`config.mk`:
```
export PLATFORM = sky130hd
export DESIGN_NAME = rm_mul_pipe
export DESIGN_NICKNAME = d
export VERILOG_FILES = /design/src/rtl/rm_mul_pkg.sv /design/src/rtl/rm_quad_pp.sv /design/src/rtl/rm_mul_pipe.sv
export SDC_FILE = /design/constraint.sdc
export NUM_CORES = 1
export LEC_CHECK = 0
export CORE_AREA = 2 2 111 113
export CTS_BUF_LIST = sky130_fd_sc_hd__clkbuf_4
export DETAILED_ROUTE_END_ITERATION = 16
export DIE_AREA = 0 0 113 115
export GPL_TIMING_DRIVEN = 0
export MAX_ROUTING_LAYER = met4
export PLACE_DENSITY_LB_ADDON = 0.3
export SYNTH_ARGS = -nofsm -noshare
export SYNTH_HDL_FRONTEND = slang
export SYNTH_SLANG_ARGS = --single-unit
```
`constraint.sdc`:
```
create_clock -name clk -period 4.2 [get_ports clk]
set_clock_uncertainty 0.1 [all_clocks]
set_input_delay 0.63 -clock clk [delete_from_list [all_inputs] [get_ports clk]]
set_output_delay 0.63 -clock clk [all_outputs]
set_load 0.005 [all_outputs]
```
`src/rtl/rm_mul_pkg.sv`:
```
`default_nettype none
// ============================================================================
// Module   : rm_mul_pkg
// Purpose  : Shared widths, helpers and the stage-1 payload layout for the
//            rm_mul_pipe quadrant-split multiplier.
// Revision : 1.0  initial release
// ============================================================================
package rm_mul_pkg;

    // Width of the full product for a W-bit operand pair.
    function automatic int rm_prod_w(input int w);
        return 2 * w;
    endfunction

    // Width of one quadrant (low half of an operand).
    function automatic int rm_half_w(input int w);
        return w / 2;
    endfunction

    localparam int c_RM_W_DEF = 8;
    localparam int c_RM_H_DEF = c_RM_W_DEF / 2;

    // Stage-1 payload at the default width. The pipeline declares the same
    // layout locally, sized from its own W, because a package type cannot
    // follow a module parameter.
    typedef struct packed {
        logic signed [2*c_RM_H_DEF+1:0] hh;
        logic signed [2*c_RM_H_DEF:0]   hl;
        logic signed [2*c_RM_H_DEF:0]   lh;
        logic        [2*c_RM_H_DEF-1:0] ll;
        logic                           valid;
    } rm_s1_t;

endpackage
`default_nettype wire

```
`src/rtl/rm_quad_pp.sv`:
```
`default_nettype none
// ============================================================================
// Module   : rm_quad_pp
// Purpose  : Combinational four-quadrant partial products. High halves are
//            extended to H+1 bits (signed), low halves stay H-bit unsigned.
// Revision : 1.0  initial release
// ============================================================================
module rm_quad_pp #(
    parameter int H = 4
) (
    input  logic [2*H-1:0]        a,
    input  logic [2*H-1:0]        b,
    input  logic                  a_signed,
    input  logic                  b_signed,
    output logic signed [2*H+1:0] hh,
    output logic signed [2*H:0]   hl,
    output logic signed [2*H:0]   lh,
    output logic [2*H-1:0]        ll
);

    logic signed [H:0]     w_ah;
    logic signed [H:0]     w_bh;
    logic [H-1:0]          w_al;
    logic [H-1:0]          w_bl;
    logic signed [2*H+1:0] w_ah_hh;
    logic signed [2*H+1:0] w_bh_hh;
    logic signed [2*H:0]   w_ah_hl;
    logic signed [2*H:0]   w_bl_hl;
    logic signed [2*H:0]   w_al_lh;
    logic signed [2*H:0]   w_bh_lh;
    logic [2*H-1:0]        w_al_ll;
    logic [2*H-1:0]        w_bl_ll;

    // Split operands; the extra high bit carries the sign only for signed operands.
    always_comb begin
        w_ah = {a_signed & a[2*H-1], a[2*H-1:H]};
        w_bh = {b_signed & b[2*H-1], b[2*H-1:H]};
        w_al = a[H-1:0];
        w_bl = b[H-1:0];
    end

    // Extend every factor to its product width so each multiply is exact in place.
    always_comb begin
        w_ah_hh = {{(H+1){w_ah[H]}}, w_ah};
        w_bh_hh = {{(H+1){w_bh[H]}}, w_bh};
        w_ah_hl = {{H{w_ah[H]}}, w_ah};
        w_bl_hl = {{(H+1){1'b0}}, w_bl};
        w_al_lh = {{(H+1){1'b0}}, w_al};
        w_bh_lh = {{H{w_bh[H]}}, w_bh};
        w_al_ll = {{H{1'b0}}, w_al};
        w_bl_ll = {{H{1'b0}}, w_bl};
    end

    // Quadrant products; each true result fits its destination width.
    always_comb begin
        hh = w_ah_hh * w_bh_hh;
        hl = w_ah_hl * w_bl_hl;
        lh = w_al_lh * w_bh_lh;
        ll = w_al_ll * w_bl_ll;
    end

endmodule
`default_nettype wire

```
`src/rtl/rm_mul_pipe.sv`:
```
`default_nettype none
// ============================================================================
// Module   : rm_mul_pipe
// Purpose  : 3-stage pipelined WxW multiplier with per-operand signedness and
//            bubble-collapsing valid/ready flow control. W must be even, >= 4.
// Revision : 1.0  initial release
// ============================================================================
module rm_mul_pipe
    import rm_mul_pkg::*;
#(
    parameter int W = 8
) (
    input  logic                    clk,
    input  logic                    rst,
    input  logic                    in_valid,
    output logic                    in_ready,
    input  logic [W-1:0]            a,
    input  logic [W-1:0]            b,
    input  logic                    a_signed,
    input  logic                    b_signed,
    output logic                    out_valid,
    input  logic                    out_ready,
    output logic [rm_prod_w(W)-1:0] product
);

    localparam int c_H  = rm_half_w(W);
    localparam int c_PW = rm_prod_w(W);

    typedef struct packed {
        logic signed [2*c_H+1:0] hh;
        logic signed [2*c_H:0]   hl;
        logic signed [2*c_H:0]   lh;
        logic        [2*c_H-1:0] ll;
        logic                    valid;
    } s1_t;

    s1_t                     r_s1;
    logic                    r_v2;
    logic signed [2*c_H+1:0] r_s2_hh;
    logic signed [2*c_H+1:0] r_s2_mid;
    logic        [2*c_H-1:0] r_s2_ll;
    logic                    r_v3;
    logic        [c_PW-1:0]  r_product;

    logic signed [2*c_H+1:0] w_hh;
    logic signed [2*c_H:0]   w_hl;
    logic signed [2*c_H:0]   w_lh;
    logic        [2*c_H-1:0] w_ll;
    logic signed [2*c_H+1:0] w_mid;
    logic        [c_PW-1:0]  w_hh_x;
    logic        [c_PW-1:0]  w_mid_x;
    logic        [c_PW-1:0]  w_ll_x;
    logic        [c_PW-1:0]  w_prod;
    logic                    w_s3_adv;
    logic                    w_s2_adv;
    logic                    w_s1_adv;

    rm_quad_pp #(
        .H (c_H)
    ) u_quad_pp (
        .a        (a),
        .b        (b),
        .a_signed (a_signed),
        .b_signed (b_signed),
        .hh       (w_hh),
        .hl       (w_hl),
        .lh       (w_lh),
        .ll       (w_ll)
    );

    // "Stage k advances" means its content moves on; each condition only looks
    // downstream, so in_ready never depends on in_valid.
    always_comb begin
        w_s3_adv = out_ready | ~r_v3;
        w_s2_adv = ~r_v3 | w_s3_adv;
        w_s1_adv = ~r_v2 | w_s2_adv;
        in_ready = ~r_s1.valid | w_s1_adv;
    end

    // Cross terms summed with one guard bit; recombine all quadrants at full width.
    always_comb begin
        w_mid   = {r_s1.hl[2*c_H], r_s1.hl} + {r_s1.lh[2*c_H], r_s1.lh};
        w_hh_x  = {{(c_PW-2*c_H-2){r_s2_hh[2*c_H+1]}}, r_s2_hh};
        w_mid_x = {{(c_PW-2*c_H-2){r_s2_mid[2*c_H+1]}}, r_s2_mid};
        w_ll_x  = {{(c_PW-2*c_H){1'b0}}, r_s2_ll};
        w_prod  = (w_hh_x << W) + (w_mid_x << c_H) + w_ll_x;
    end

    // Stage 1: capture quadrant products of an accepted beat.
    always_ff @(posedge clk or posedge rst) begin
        if (rst) begin
            r_s1 <= '0;
        end else if (in_ready) begin
            r_s1.valid <= in_valid;
            if (in_valid) begin
                r_s1.hh <= w_hh;
                r_s1.hl <= w_hl;
                r_s1.lh <= w_lh;
                r_s1.ll <= w_ll;
            end
        end
    end

    // Stage 2: merge the cross terms, pass hh and ll through.
    always_ff @(posedge clk or posedge rst) begin
        if (rst) begin
            r_v2     <= 1'b0;
            r_s2_hh  <= '0;
            r_s2_mid <= '0;
            r_s2_ll  <= '0;
        end else if (w_s1_adv) begin
            r_v2 <= r_s1.valid;
            if (r_s1.valid) begin
                r_s2_hh  <= r_s1.hh;
                r_s2_mid <= w_mid;
                r_s2_ll  <= r_s1.ll;
            end
        end
    end

    // Stage 3: register the final product; holds while the consumer stalls.
    always_ff @(posedge clk or posedge rst) begin
        if (rst) begin
            r_v3      <= 1'b0;
            r_product <= '0;
        end else if (w_s2_adv) begin
            r_v3 <= r_v2;
            if (r_v2) begin
                r_product <= w_prod;
            end
        end
    end

    assign out_valid = r_v3;
    assign product   = r_product;

endmodule
`default_nettype wire
```
==> impl_metrics.xml, run 1 <==
<?xml version="1.0" encoding="UTF-8"?>
<metrics>
  <group name="drt">
    <metric name="detail_route.iter0.violations" unit="">232</metric>
    <metric name="ant_nets" unit="">0</metric>
    <metric name="drt_pre_antenna_iters" unit="">12</metric>
    <metric name="wire_per_inst" unit="µm">14.5</metric>
    <metric name="drc_errors" unit="">3</metric>
    <metric name="route.layer.met1.wl" unit="mm">5.58</metric>
    <metric name="vias" unit="">4565</metric>
    <metric name="finalWirelength" unit="mm">12.3</metric>
    <metric name="detailroute.wirelength.met2" unit="mm">6.17</metric>
  </group>
  <group name="yosys">
    <metric name="synth_compound_gate_area_share" unit="%">10.8</metric>
    <metric name="floorplan.nets" unit="">782</metric>
    <metric name="synth.ff_latch_count" unit="">79</metric>
    <metric name="yosys.cell_count.top_type" unit="">nand2_1</metric>
    <metric name="ys_top_cells_by_area" unit="">dfrtp_1 (31%), ha_1 (15%), fa_1 (11%), mux2_2 (5.5%), nand2_1 (5.0%)</metric>
    <metric name="synthAdderAreaFrac" unit="%">26.4</metric>
    <metric name="ys_top_cells_by_count" unit="">nand2_1 (85), dfrtp_1 (79), ha_1 (78)</metric>
    <metric name="ys_cells" unit="">647</metric>
    <metric name="edf_count" unit="">0</metric>
    <metric name="postSynthCellCount" unit="">647</metric>
    <metric name="yosys.area.top_type_share" unit="%">31.2</metric>
    <metric name="synth_chip_area" unit="µm²">6340</metric>
    <metric name="summed_instance_area_of_the_synthesized_netlist" unit="µm²">6340</metric>
    <metric name="postSynthSeqShare" unit="%">31.2</metric>
    <metric name="post_synth_and_or_nand_nor_area_fraction" unit="%">15.8</metric>
    <metric name="ys_top_logic_family" unit="">adder cells</metric>
    <metric name="yosys.area_share.xor_xnor" unit="%">4.70</metric>
    <metric name="post_synth_num_cell_types" unit="">48</metric>
    <metric name="ys_sh_mux" unit="%">5.82</metric>
    <metric name="synth.avg_cell_area" unit="µm²">9.80</metric>
    <metric name="synth-main-ff-cell" unit="">dfrtp_1</metric>
  </group>
  <group name="floorplanning">
    <metric name="chip_area" unit="µm²">13000</metric>
    <metric name="placementRows" unit="">40</metric>
    <metric name="initial_core_util" unit="%">53.7</metric>
    <metric name="chipHeight" unit="µm">115</metric>
    <metric name="floorplan.die.width" unit="µm">113</metric>
  </group>
  <group name="power_and_ir_drop">
    <metric name="power.density" unit="nW/µm²">480</metric>
    <metric name="internal-power" unit="mW">2.13</metric>
    <metric name="clk_power" unit="mW">0.509</metric>
    <metric name="net_switching_component_of_the_power" unit="mW">1.30</metric>
    <metric name="power.share.sequential" unit="%">35.2</metric>
    <metric name="total_power" unit="mW">3.42</metric>
    <metric name="comb_cell_power" unit="mW">1.71</metric>
    <metric name="ir_worst_vdd" unit="mV">0.186</metric>
    <metric name="clockPowerShare" unit="%">14.9</metric>
    <metric name="share_comb_of_total_power" unit="%">49.9</metric>
    <metric name="top_power_group" unit="">combinational cells</metric>
    <metric name="p_leak" unit="nW">3.45</metric>
    <metric name="seq_power" unit="mW">1.21</metric>
  </group>
  <group name="layout">
    <metric name="final_design_area_no_fill" unit="µm²">7130</metric>
    <metric name="nNonClkBuffers" unit="">58</metric>
    <metric name="lay_top_cells" unit="">nand2_1 (84), dfrtp_1 (79), ha_1 (77), inv_1 (62), and2_1 (45)</metric>
    <metric name="combAreaFraction" unit="%">57.0</metric>
    <metric name="synthToLayoutAreaGrowth" unit="%">12.4</metric>
    <metric name="drive_above_1_share" unit="%">10.6</metric>
    <metric name="number_of_ordinary_inverters_in_the_final_layout" unit="">63</metric>
    <metric name="layout.core_utilization" unit="%">60.3</metric>
    <metric name="final_cells" unit="">849</metric>
    <metric name="comb_area" unit="µm²">4060</metric>
    <metric name="bufAreaShareNonClock" unit="%">7.07</metric>
    <metric name="combined_flip_flop_and_latch_cell_area" unit="µm²">1980</metric>
    <metric name="largest_register_ff_count" unit="">35</metric>
    <metric name="area_share_clock_buf_inv" unit="%">2.25</metric>
    <metric name="nNetsFinal" unit="">831</metric>
    <metric name="antenna_diode_instance_count" unit="">1</metric>
  </group>
  <group name="placement">
    <metric name="placed_area" unit="µm²">6910</metric>
    <metric name="place.detailed.instances" unit="">830</metric>
    <metric name="dp_slack" unit="ns">-0.641</metric>
    <metric name="numPortBuffers" unit="">35</metric>
    <metric name="globalplace.congestion" unit="">0.844</metric>
    <metric name="place_hpwl" unit="mm">9.72</metric>
  </group>
  <group name="critical_path">
    <metric name="cp-endpoint" unit="">r_s1[17]</metric>
    <metric name="critical_path.endpoint_type" unit="">register</metric>
    <metric name="crit-reg2reg-capture" unit="">product[14]</metric>
    <metric name="crit_path_cells" unit="">clkdlybuf4s50_1 -&gt; nand2_2 -&gt; buf_8 -&gt; or2_2 -&gt; fa_1 -&gt; fa_1 -&gt; fa_1 -&gt; inv_1 -&gt; ha_1 -&gt; a21o_1 -&gt; a21oi_2 -&gt; o21ai_0 -&gt; xnor2_1 -&gt; o21ai_1</metric>
    <metric name="worst_setup_sp_type" unit="">primary input</metric>
    <metric name="critical_path_buf_inv_count" unit="">3</metric>
    <metric name="worstReg2RegStart" unit="">r_s2_mid[0]</metric>
    <metric name="regToRegSetupSlack" unit="ns">1.91</metric>
    <metric name="worst_ep_arrival_time" unit="ns">4.32</metric>
    <metric name="cp-startpoint" unit="">b_signed</metric>
    <metric name="worst_stage_delay_on_the_critical_path" unit="ns">0.54</metric>
    <metric name="critical_path.slowest_cell" unit="">fa_1</metric>
    <metric name="r2r.worst_path.cells" unit="">8</metric>
    <metric name="critical_path_peak_fanout" unit="">10</metric>
    <metric name="worst_ep_required_time" unit="ns">4.41</metric>
    <metric name="crit_family" unit="">adder cells</metric>
  </group>
  <group name="grt">
    <metric name="grt_first_pass_wirelength" unit="mm">21.6</metric>
    <metric name="initial_antenna_violation_count" unit="">1</metric>
    <metric name="groute.layer.met3.usage" unit="%">2.64</metric>
    <metric name="grt_util_met2" unit="%">37.1</metric>
    <metric name="grt_pass1_vias" unit="">4735</metric>
    <metric name="largest_net_degree_at_the_start_of_global_routing" unit="">69</metric>
    <metric name="globalRoute.totalOverflow" unit="">0</metric>
  </group>
  <group name="clocking">
    <metric name="total_clock_buffers_created_by_cts" unit="">9</metric>
    <metric name="cts-htree-levels" unit="">3</metric>
    <metric name="cts-resized-gates" unit="">3</metric>
    <metric name="clk_pin_slew_worst_paths" unit="ns">0.12</metric>
    <metric name="cts_buffer_depth" unit="">2</metric>
    <metric name="tritoncts" unit="">yes</metric>
    <metric name="clock-sinks" unit="">79</metric>
    <metric name="clock_insertion_delay_worst_skew" unit="ns">0.43</metric>
    <metric name="cts-hold-fix-buffers" unit="">0</metric>
    <metric name="postCtsSetupRepairBufs" unit="">0</metric>
    <metric name="cts_root_buf" unit="">clkbuf_4</metric>
  </group>
  <group name="flow_run">
    <metric name="max-cap-violations" unit="">0</metric>
    <metric name="log.warning_count" unit="">27</metric>
  </group>
  <group name="timing">
    <metric name="fin_worst_hold_slack" unit="ns">0.345</metric>
    <metric name="final_critical_path_setup_slack" unit="ns">0.0932</metric>
    <metric name="timing.final.crit_share" unit="%">97.8</metric>
    <metric name="timing.final.setup_violations" unit="">0</metric>
    <metric name="timing.final.crit_period" unit="ns">4.11</metric>
    <metric name="max_slew.worst_pin.slew" unit="ns">0.647</metric>
    <metric name="final.setup.tns" unit="ns">0</metric>
    <metric name="grt_setup_unrepaired" unit="">yes</metric>
    <metric name="final_hold_viol_count" unit="">0</metric>
    <metric name="drv_slew" unit="">0</metric>
  </group>
  <group name="worst_hold_path">
    <metric name="worstHoldPathType" unit="">in2async</metric>
  </group>
  <group name="outcome">
    <metric name="failed_checks" unit="">DRC</metric>
    <metric name="outcome" unit="">finished, violations left</metric>
  </group>
</metrics>
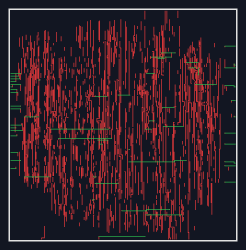
Fig. 1. Routed metal, one color a layer (run 1).
Scale: 2 px per µm. Two of the layers only.
Green stands for metal 3, wire length 386 µm. Red stands for metal 2, wire length 6170 µm.

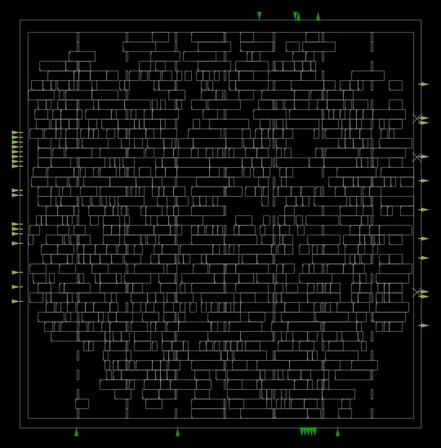
Fig. 2. Placed standard cells (run 1).
final-layout fill cell count: 1067
Core Region: 11800 µm²
count of flip-flops and latches: 79
tap cells: 147
flop share of the area: 27.7%

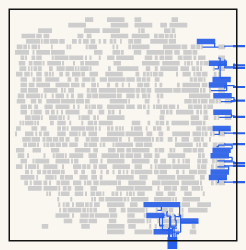
Fig. 3. Wires at chosen ports, followed through buffers (run 1).
Scale: 2 px per µm.
Blue stands for product, bits 16, direction output, end cells 16, buffers 16, wire 284 µm.

==> run 2, diff against run 1 <==
--- a/config.mk
+++ b/config.mk
@@ -5,10 +5,12 @@
 export SDC_FILE = /design/constraint.sdc
 export NUM_CORES = 1
 export LEC_CHECK = 0
-export CORE_AREA = 2 2 111 113
+export CELL_PAD_IN_SITES_DETAIL_PLACEMENT = 0
+export CELL_PAD_IN_SITES_GLOBAL_PLACEMENT = 1
+export CORE_AREA = 2 2 113 115
 export CTS_BUF_LIST = sky130_fd_sc_hd__clkbuf_4
 export DETAILED_ROUTE_END_ITERATION = 16
-export DIE_AREA = 0 0 113 115
+export DIE_AREA = 0 0 115 117
 export GPL_TIMING_DRIVEN = 0
 export MAX_ROUTING_LAYER = met4
 export PLACE_DENSITY_LB_ADDON = 0.3
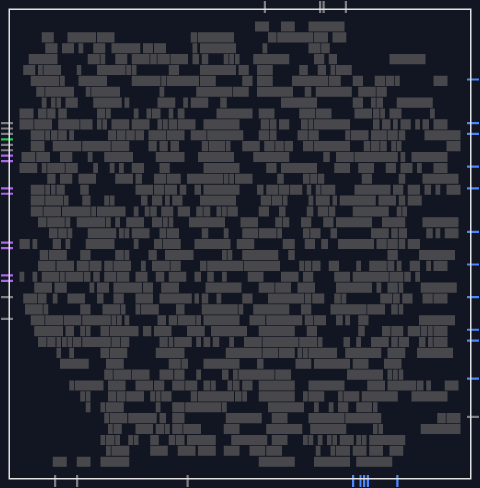
Fig. 4. Pin placement (run 2).
Scale: 4 px per µm. Pins as bars across the die edge, other pins in gray.
Green stands for b_signed, pins 1, direction input, edge left. Blue stands for product, pins 16, direction output, edge 11 right, 5 bottom. Purple stands for b, pins 8, direction input, edge left.

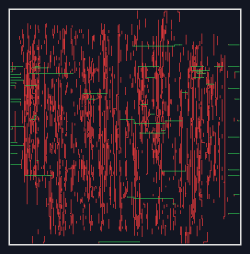
Fig. 5. Routed metal, one color a layer (run 2).
Scale: 2 px per µm. Two of the layers only.
Red stands for metal 2, wire length 6120 µm. Green stands for metal 3, wire length 371 µm.

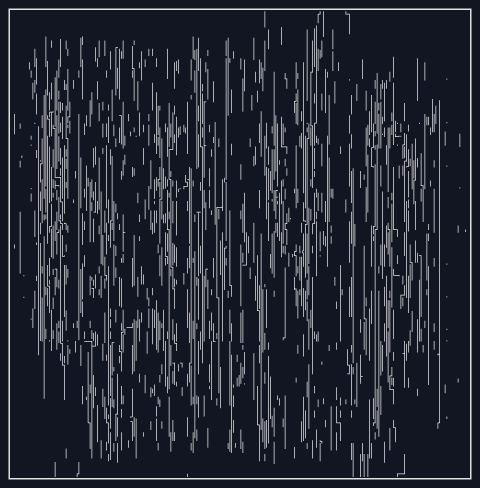
Fig. 6. M2 wires (run 2).
Scale: 4 px per µm.
The layer holds 49% of the routed length. The layer carries 6120 µm of wire.

==> run 2 against run 1 <==
Against the previous run: the flow now finishes without violations; hold slack got worse by 0.0019 ns; sequential share of layout area grew 0.17 points; maximum frequency increased by 0.26%; area after synthesis did not move; core utilization decreased by 2.8 points; register-to-register slack about the same; die size is 3.5% higher; via count about the same.
==> impl_metrics.xml, run 2 <==
<?xml version="1.0" encoding="UTF-8"?>
<metrics>
  <group name="timing">
    <metric name="final_hold_viol_count" unit="">0</metric>
    <metric name="grt_setup_unrepaired" unit="">no</metric>
    <metric name="timing.final.crit_share" unit="%">97.5</metric>
    <metric name="timing.final.setup_violations" unit="">0</metric>
    <metric name="final.setup.tns" unit="ns">0</metric>
    <metric name="timing.final.crit_period" unit="ns">4.10</metric>
    <metric name="max_slew.worst_pin.slew" unit="ns">0.574</metric>
    <metric name="drv_slew" unit="">0</metric>
    <metric name="final_critical_path_setup_slack" unit="ns">0.104</metric>
  </group>
  <group name="power_and_ir_drop">
    <metric name="seq_power" unit="mW">1.20</metric>
    <metric name="net_switching_component_of_the_power" unit="mW">1.28</metric>
    <metric name="power.density" unit="nW/µm²">471</metric>
    <metric name="clk_power" unit="mW">0.432</metric>
    <metric name="top_power_group" unit="">combinational cells</metric>
    <metric name="p_leak" unit="nW">3.44</metric>
    <metric name="power.share.sequential" unit="%">36.1</metric>
    <metric name="clockPowerShare" unit="%">12.9</metric>
    <metric name="total_power" unit="mW">3.34</metric>
    <metric name="ir_worst_vdd" unit="mV">0.169</metric>
    <metric name="internal-power" unit="mW">2.05</metric>
  </group>
  <group name="critical_path">
    <metric name="critical_path_buf_inv_count" unit="">3</metric>
    <metric name="r2r.worst_path.cells" unit="">8</metric>
    <metric name="worst_stage_delay_on_the_critical_path" unit="ns">0.56</metric>
    <metric name="crit_family" unit="">adder cells</metric>
    <metric name="regToRegSetupSlack" unit="ns">1.92</metric>
    <metric name="crit-reg2reg-capture" unit="">product[14]</metric>
    <metric name="worst_setup_sp_type" unit="">primary input</metric>
    <metric name="critical_path.slowest_cell" unit="">fa_1</metric>
    <metric name="worst_ep_arrival_time" unit="ns">4.31</metric>
    <metric name="cp-endpoint" unit="">r_s1[34]</metric>
    <metric name="critical_path.endpoint_type" unit="">register</metric>
    <metric name="critical_path_peak_fanout" unit="">9</metric>
    <metric name="worst_ep_required_time" unit="ns">4.42</metric>
    <metric name="crit_path_cells" unit="">clkdlybuf4s50_1 -&gt; nand2_1 -&gt; buf_8 -&gt; or2_2 -&gt; fa_1 -&gt; fa_1 -&gt; fa_1 -&gt; inv_1 -&gt; fa_2 -&gt; a21o_1 -&gt; a21oi_2 -&gt; xnor2_1 -&gt; xnor2_1 -&gt; o21ai_1</metric>
  </group>
  <group name="layout">
    <metric name="layout.core_utilization" unit="%">57.5</metric>
    <metric name="bufAreaShareNonClock" unit="%">7.15</metric>
    <metric name="final_design_area_no_fill" unit="µm²">7080</metric>
    <metric name="nNetsFinal" unit="">831</metric>
    <metric name="combined_flip_flop_and_latch_cell_area" unit="µm²">1980</metric>
    <metric name="lay_top_count" unit="">nand2_1</metric>
    <metric name="drive_above_1_share" unit="%">10.0</metric>
    <metric name="comb_area" unit="µm²">4050</metric>
    <metric name="number_of_ordinary_inverters_in_the_final_layout" unit="">63</metric>
    <metric name="combAreaFraction" unit="%">57.1</metric>
    <metric name="largest_register_ff_count" unit="">35</metric>
    <metric name="synthToLayoutAreaGrowth" unit="%">11.7</metric>
    <metric name="lay_top_cells" unit="">nand2_1 (85), dfrtp_1 (79), ha_1 (78), inv_1 (62), and2_1 (45)</metric>
    <metric name="final_cells" unit="">851</metric>
    <metric name="top_area_cell_class" unit="">logic gates</metric>
    <metric name="nFillCells" unit="">1117</metric>
    <metric name="sh_seq_area" unit="%">27.9</metric>
    <metric name="nFlopsAndLatches" unit="">79</metric>
  </group>
  <group name="yosys">
    <metric name="synthesis.yosys.warnings" unit="">0</metric>
    <metric name="ys_top_cells_by_count" unit="">nand2_1 (85), dfrtp_1 (79), ha_1 (78)</metric>
    <metric name="yosys.cell_count.top_type" unit="">nand2_1</metric>
    <metric name="ys_top_cells_by_area" unit="">dfrtp_1 (31%), ha_1 (15%), fa_1 (11%), mux2_2 (5.5%), nand2_1 (5.0%)</metric>
    <metric name="floorplan.nets" unit="">782</metric>
    <metric name="synth.ff_latch_count" unit="">79</metric>
    <metric name="synth_chip_area" unit="µm²">6340</metric>
    <metric name="ys_sh_mux" unit="%">5.82</metric>
    <metric name="ys_top_logic_family" unit="">adder cells</metric>
    <metric name="synth.avg_cell_area" unit="µm²">9.80</metric>
    <metric name="synth-main-ff-cell" unit="">dfrtp_1</metric>
    <metric name="post_synth_num_cell_types" unit="">48</metric>
    <metric name="edf_count" unit="">0</metric>
    <metric name="yosys.area.top_type_share" unit="%">31.2</metric>
    <metric name="ys_cells" unit="">647</metric>
    <metric name="synthAdderAreaFrac" unit="%">26.4</metric>
    <metric name="summed_instance_area_of_the_synthesized_netlist" unit="µm²">6340</metric>
    <metric name="post_synth_and_or_nand_nor_area_fraction" unit="%">15.8</metric>
  </group>
  <group name="floorplanning">
    <metric name="io_pins" unit="">40</metric>
    <metric name="nWellTaps" unit="">150</metric>
    <metric name="chip_area" unit="µm²">13500</metric>
    <metric name="chipHeight" unit="µm">117</metric>
    <metric name="initial_core_util" unit="%">51.5</metric>
    <metric name="placementRows" unit="">41</metric>
    <metric name="core" unit="µm²">12300</metric>
  </group>
  <group name="drt">
    <metric name="drt_pre_antenna_iters" unit="">6</metric>
    <metric name="drc_errors" unit="">0</metric>
    <metric name="ant_nets" unit="">0</metric>
    <metric name="vias" unit="">4567</metric>
    <metric name="wire_per_inst" unit="µm">14.6</metric>
    <metric name="route.layer.met1.wl" unit="mm">5.75</metric>
    <metric name="detail_route.iter0.violations" unit="">290</metric>
    <metric name="finalWirelength" unit="mm">12.4</metric>
    <metric name="detailroute.wirelength.met2" unit="mm">6.12</metric>
  </group>
  <group name="grt">
    <metric name="grt_first_pass_wirelength" unit="mm">21.7</metric>
    <metric name="groute.layer.met3.usage" unit="%">3.30</metric>
    <metric name="grt_util_met2" unit="%">36.9</metric>
    <metric name="grt_pass1_vias" unit="">4617</metric>
    <metric name="largest_net_degree_at_the_start_of_global_routing" unit="">69</metric>
    <metric name="initial_antenna_violation_count" unit="">1</metric>
  </group>
  <group name="clocking">
    <metric name="tritoncts" unit="">yes</metric>
    <metric name="cts-resized-gates" unit="">2</metric>
    <metric name="clk_pin_slew_worst_paths" unit="ns">0.12</metric>
    <metric name="cts_root_buf" unit="">clkbuf_4</metric>
    <metric name="postCtsSetupRepairBufs" unit="">0</metric>
    <metric name="clock-sinks" unit="">79</metric>
    <metric name="clock_insertion_delay_worst_skew" unit="ns">0.43</metric>
    <metric name="cts-htree-levels" unit="">3</metric>
    <metric name="cts_buffer_depth" unit="">2</metric>
    <metric name="cts-hold-fix-buffers" unit="">0</metric>
    <metric name="total_clock_buffers_created_by_cts" unit="">9</metric>
  </group>
  <group name="placement">
    <metric name="dp_slack" unit="ns">-0.536</metric>
    <metric name="place_hpwl" unit="mm">10.1</metric>
    <metric name="numPortBuffers" unit="">35</metric>
    <metric name="globalplace.congestion" unit="">0.848</metric>
    <metric name="place.detailed.instances" unit="">833</metric>
    <metric name="placed_area" unit="µm²">6920</metric>
  </group>
  <group name="flow_run">
    <metric name="log.warning_count" unit="">26</metric>
    <metric name="max-cap-violations" unit="">0</metric>
  </group>
  <group name="outcome">
    <metric name="outcome" unit="">completed</metric>
  </group>
</metrics>
No activity file was given, so power comes from the tool's default toggle rates.
